==> src/rtl/kl10_cra_pkg.sv <==
// kl10_cra_pkg: shared CRA address types, subroutine-stack op codes and default stack depth.
package kl10_cra_pkg;
    typedef logic [0:10] cramAdr_t;
    typedef enum logic [2:0] {SBR_HOLD, SBR_PUSH, SBR_POP, SBR_LOAD, SBR_DIAG} sbrOp_t;
    localparam int SBR_DEPTH = 16;
endpackage

==> src/rtl/cra_sbr_ram.sv <==
// cra_sbr_ram: DEPTH x W subroutine-stack register file, one synchronous write port, one combinational read port.
module cra_sbr_ram #(
    parameter int DEPTH = 16,
    parameter int W     = 11
) (
    input  logic                       clk,
    input  logic                       we,
    input  logic [0:$clog2(DEPTH)-1]   wa,
    input  logic [0:W-1]               wd,
    input  logic [0:$clog2(DEPTH)-1]   ra,
    output logic [0:W-1]               rd
);
    logic [0:W-1] mem_q [DEPTH];

    always_ff @(posedge clk)
        if (we) mem_q[wa] <= wd;

    assign rd = mem_q[ra];
endmodule

==> src/rtl/cra_sbr_stack.sv <==
// cra_sbr_stack: CRAM CALL/RETURN subroutine stack; SBR_STACK_PARITY_EN adds per-entry odd parity and a sticky parityErr.
module cra_sbr_stack
    import kl10_cra_pkg::*;
#(
    parameter int DEPTH = SBR_DEPTH,
    parameter int AW    = 11
) (
    input  logic                       clk,
    input  logic                       reset,
    input  logic                       call,
    input  logic                       ret,
    input  logic                       force1777,
    input  logic [0:AW-1]              pushAdr,
    input  logic                       diagWrite,
    input  logic [0:AW-1]              diagData,
    output logic [0:AW-1]              sbrRet,
    output logic [0:$clog2(DEPTH)-1]   stackAdr,
    output logic [0:$clog2(DEPTH)]     depth,
    output logic                       overflow,
    output logic                       underflow,
    output logic                       parityErr
);
    localparam int PW = $clog2(DEPTH);
    localparam logic [0:PW] FULL_DEPTH = (PW+1)'(DEPTH);
    localparam logic [0:PW] ONE_DEPTH  = (PW+1)'(1);
`ifdef SBR_STACK_PARITY_EN
    localparam int W = AW + 1;
`else
    localparam int W = AW;
`endif

    sbrOp_t         op;
    logic [0:PW-1]  ptr_q, ptr_d;
    logic [0:PW]    depth_q, depth_d;
    logic [0:AW-1]  sbr_ret_q, sbr_ret_d;
    logic           overflow_q, overflow_d;
    logic           underflow_q, underflow_d;
    logic           we;
    logic [0:PW-1]  wa;
    logic [0:AW-1]  wdat;
    logic [0:W-1]   wd, rd;

    always_comb
        op = diagWrite ? SBR_DIAG :
             force1777 ? SBR_PUSH :
             (call && ret) ? SBR_LOAD :
             call ? SBR_PUSH :
             ret ? SBR_POP : SBR_HOLD;

    always_comb begin
        ptr_d       = ptr_q;
        depth_d     = depth_q;
        sbr_ret_d   = sbr_ret_q;
        overflow_d  = overflow_q;
        underflow_d = underflow_q;
        we          = 1'b0;
        wa          = ptr_q;
        wdat        = pushAdr;
        if (op == SBR_DIAG) begin
            we        = 1'b1;
            wdat      = diagData;
            sbr_ret_d = diagData;
        end else if (op == SBR_LOAD) begin
            we        = 1'b1;
            sbr_ret_d = pushAdr;
            depth_d   = (depth_q == '0) ? ONE_DEPTH : depth_q;
        end else if (op == SBR_PUSH) begin
            we          = 1'b1;
            wa          = ptr_q + 1'b1;
            ptr_d       = ptr_q + 1'b1;
            sbr_ret_d   = pushAdr;
            depth_d     = (depth_q == FULL_DEPTH) ? FULL_DEPTH : depth_q + 1'b1;
            overflow_d  = overflow_q | (depth_q == FULL_DEPTH);
        end else if (op == SBR_POP) begin
            ptr_d       = ptr_q - 1'b1;
            depth_d     = (depth_q == '0) ? depth_q : depth_q - 1'b1;
            underflow_d = underflow_q | (depth_q == '0);
            // Only a still-valid entry becomes the new top; otherwise expose zero.
            sbr_ret_d   = (depth_q > ONE_DEPTH) ? rd[0:AW-1] : '0;
        end
    end

    always_ff @(posedge clk) begin
        if (reset) begin
            ptr_q       <= '0;
            depth_q     <= '0;
            sbr_ret_q   <= '0;
            overflow_q  <= 1'b0;
            underflow_q <= 1'b0;
        end else begin
            ptr_q       <= ptr_d;
            depth_q     <= depth_d;
            sbr_ret_q   <= sbr_ret_d;
            overflow_q  <= overflow_d;
            underflow_q <= underflow_d;
        end
    end

`ifdef SBR_STACK_PARITY_EN
    logic parity_err_q, parity_err_d;
    assign wd           = {wdat, ~^wdat};
    assign parity_err_d = parity_err_q | (op == SBR_POP && depth_q > ONE_DEPTH && !(^rd));
    always_ff @(posedge clk)
        parity_err_q <= reset ? 1'b0 : parity_err_d;
    assign parityErr = parity_err_q;
`else
    assign wd        = wdat;
    assign parityErr = 1'b0;
`endif

    cra_sbr_ram #(.DEPTH(DEPTH), .W(W)) u_ram (
        .clk (clk),
        .we  (we),
        .wa  (wa),
        .wd  (wd),
        .ra  (ptr_q - 1'b1),
        .rd  (rd)
    );

    assign sbrRet    = sbr_ret_q;
    assign stackAdr  = ptr_q;
    assign depth     = depth_q;
    assign overflow  = overflow_q;
    assign underflow = underflow_q;
endmodule

==> config.mk <==
export PLATFORM = sky130hd
export DESIGN_NAME = cra_sbr_stack
export DESIGN_NICKNAME = d
export VERILOG_FILES = /design/src/rtl/kl10_cra_pkg.sv /design/src/rtl/cra_sbr_ram.sv /design/src/rtl/cra_sbr_stack.sv
export SDC_FILE = /design/constraint.sdc
export NUM_CORES = 1
export LEC_CHECK = 0
export ABC_CLOCK_PERIOD_IN_PS = 3800
export CAP_MARGIN = 25
export CORE_MARGIN = 10
export CORE_UTILIZATION = 45
export DETAILED_ROUTE_END_ITERATION = 16
export SLEW_MARGIN = 15
export SYNTH_ARGS = -nofsm -noshare
export SYNTH_HDL_FRONTEND = slang
export SYNTH_SLANG_ARGS = --single-unit
==> constraint.sdc <==
create_clock -name clk -period 3.8 [get_ports clk]
set_input_delay 0.76 -clock clk [delete_from_list [all_inputs] [get_ports clk]]
set_output_delay 0.76 -clock clk [all_outputs]
set_load 0.03 [all_outputs]
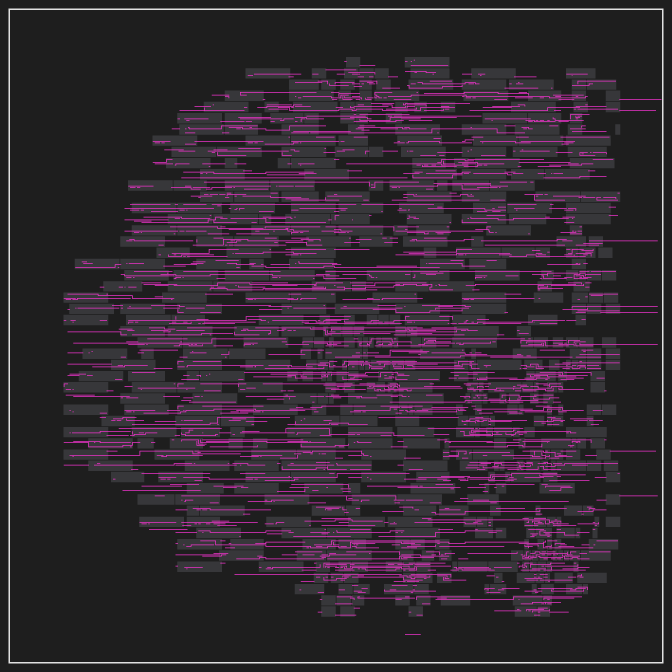
(met1 routing)
Cells faint in the background.
longest straight run: 54.7 um
share of all routed wire: 42%
main direction: horizontal
wire length on this layer: 8780 um
met1 usage: 0.2285
Detailed Route WL: 20.71 mm
via count: 4901

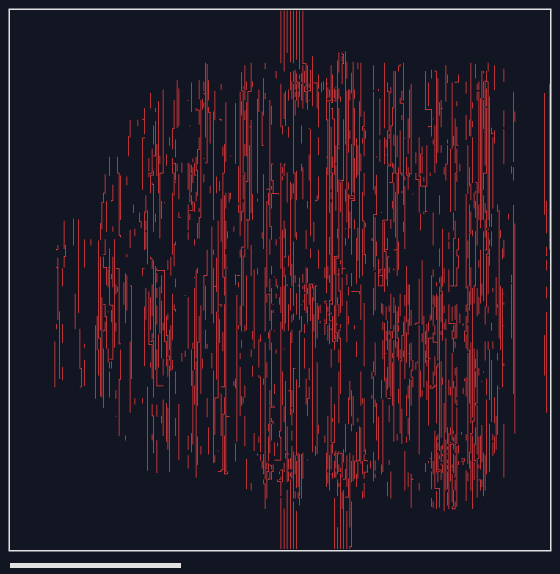
(the metal 2 layer)
Bar = 50 um.
nets with wire on the layer: 532
share of all routed wire: 48%
main direction: vertical

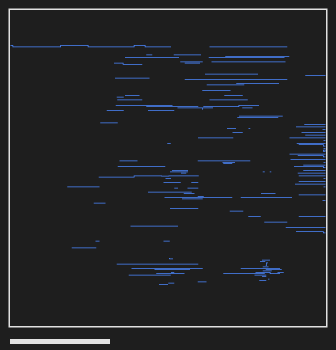
(the metal 3 layer)
Bar = 50 um.
nets with wire on the layer: 93
share of all routed wire: 7.8%
longest straight run: 51.1 um
met3 global-route usage: 0.03799

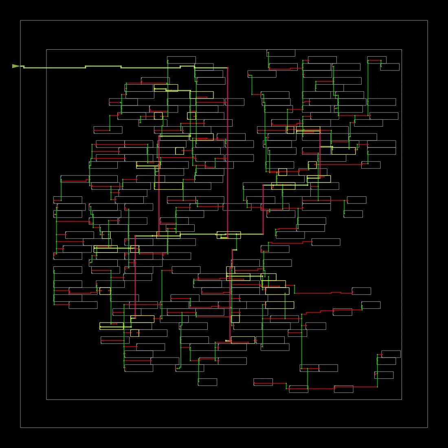
(clock routing)
Clock Latency Late Sink: 0.44 ns
TritonCTS sink count: 198

==> job_summary.md <==
## Implementation flow summary

| Metric | Value |
|---|---|
| Outcome | complete, no violations |
| Syn Std Cell Area | 0.008592 mm^2 |
| Reg2Reg Depth | 8 |
| Nets | 593 |
| Hold WC Path Type | reg -> reg |
| Post-synth area hogs | edfxtp_1 62%, mux4_2 8.4%, dfxtp_1 5.1% |
| WL met2 | 9.975 mm |
| Initial DRC count | 522 |
| Startpoint types | primary input |
| LEAKAGE | 3.498 nW |
| Max incr delay on CP | 0.66 ns |
| Flip-flops | 198 |
| Clock Path Buffers | 2 |
| Critical Setup Path Class | in -> reg |
| Initial antenna violation count | 0 |
| Unrepaired setup endpoints after global routing | no |
| Commonest flop | edfxtp_1 |
| Simple-Gate Area Share | 0.04034 |
| Family with the most delay on the worst path | buffers and inverters |
| Fraction of area in multi-input gates | 0.2583 |
| Layout cells sized above 1 | 0.2250 |
| Final Hold Vio Count | 0 |
| Logic area | 0.002592 mm^2 |
| Pwr Density | 510.9 mW/mm^2 |
| DIE WIDTH | 158.2 um |
| CP Max Fanout | 11 |
| Switch share | 0.2614 |
| Buffers on Ports | 49 |
| Mux frac, synth | 0.1667 |
| Layer with the highest usage | met2 |
| Die Y | 158.2 um |
| Area post-placement | 0.009430 mm^2 |
| Worst-Margin Slew | 0.7982 ns |
| Synth top cells by count | 176 x edfxtp_1, 34 x nor2_1, 32 x mux4_2 |
| Critical path, cell by cell | clkdlybuf4s50_1 > o21ai_4 > ha_1 > nor4_1 > a31oi_1 > nor2_1 > buf_4 |
| Clock share of power | 0.360 |
| Xor/xnor share | 0.006262 |
| CP arrival | 3.00 ns |
| Ys Warns | 0 |
| Largest net degree at the start of global routing | 35 |
| Setup crit start | force1777 |
| Most frequent cells in the layout | 176 x edfxtp_1, 49 x clkdlybuf4s50_1, 36 x buf_4 |
| Number of enable flip-flop cells | 176 |
| GPL Wtd Cong | 0.8302 |
| Tot GR Track Use | 0.1709 |
Power figures rest on the tool's default switching activity, not on a simulated workload.
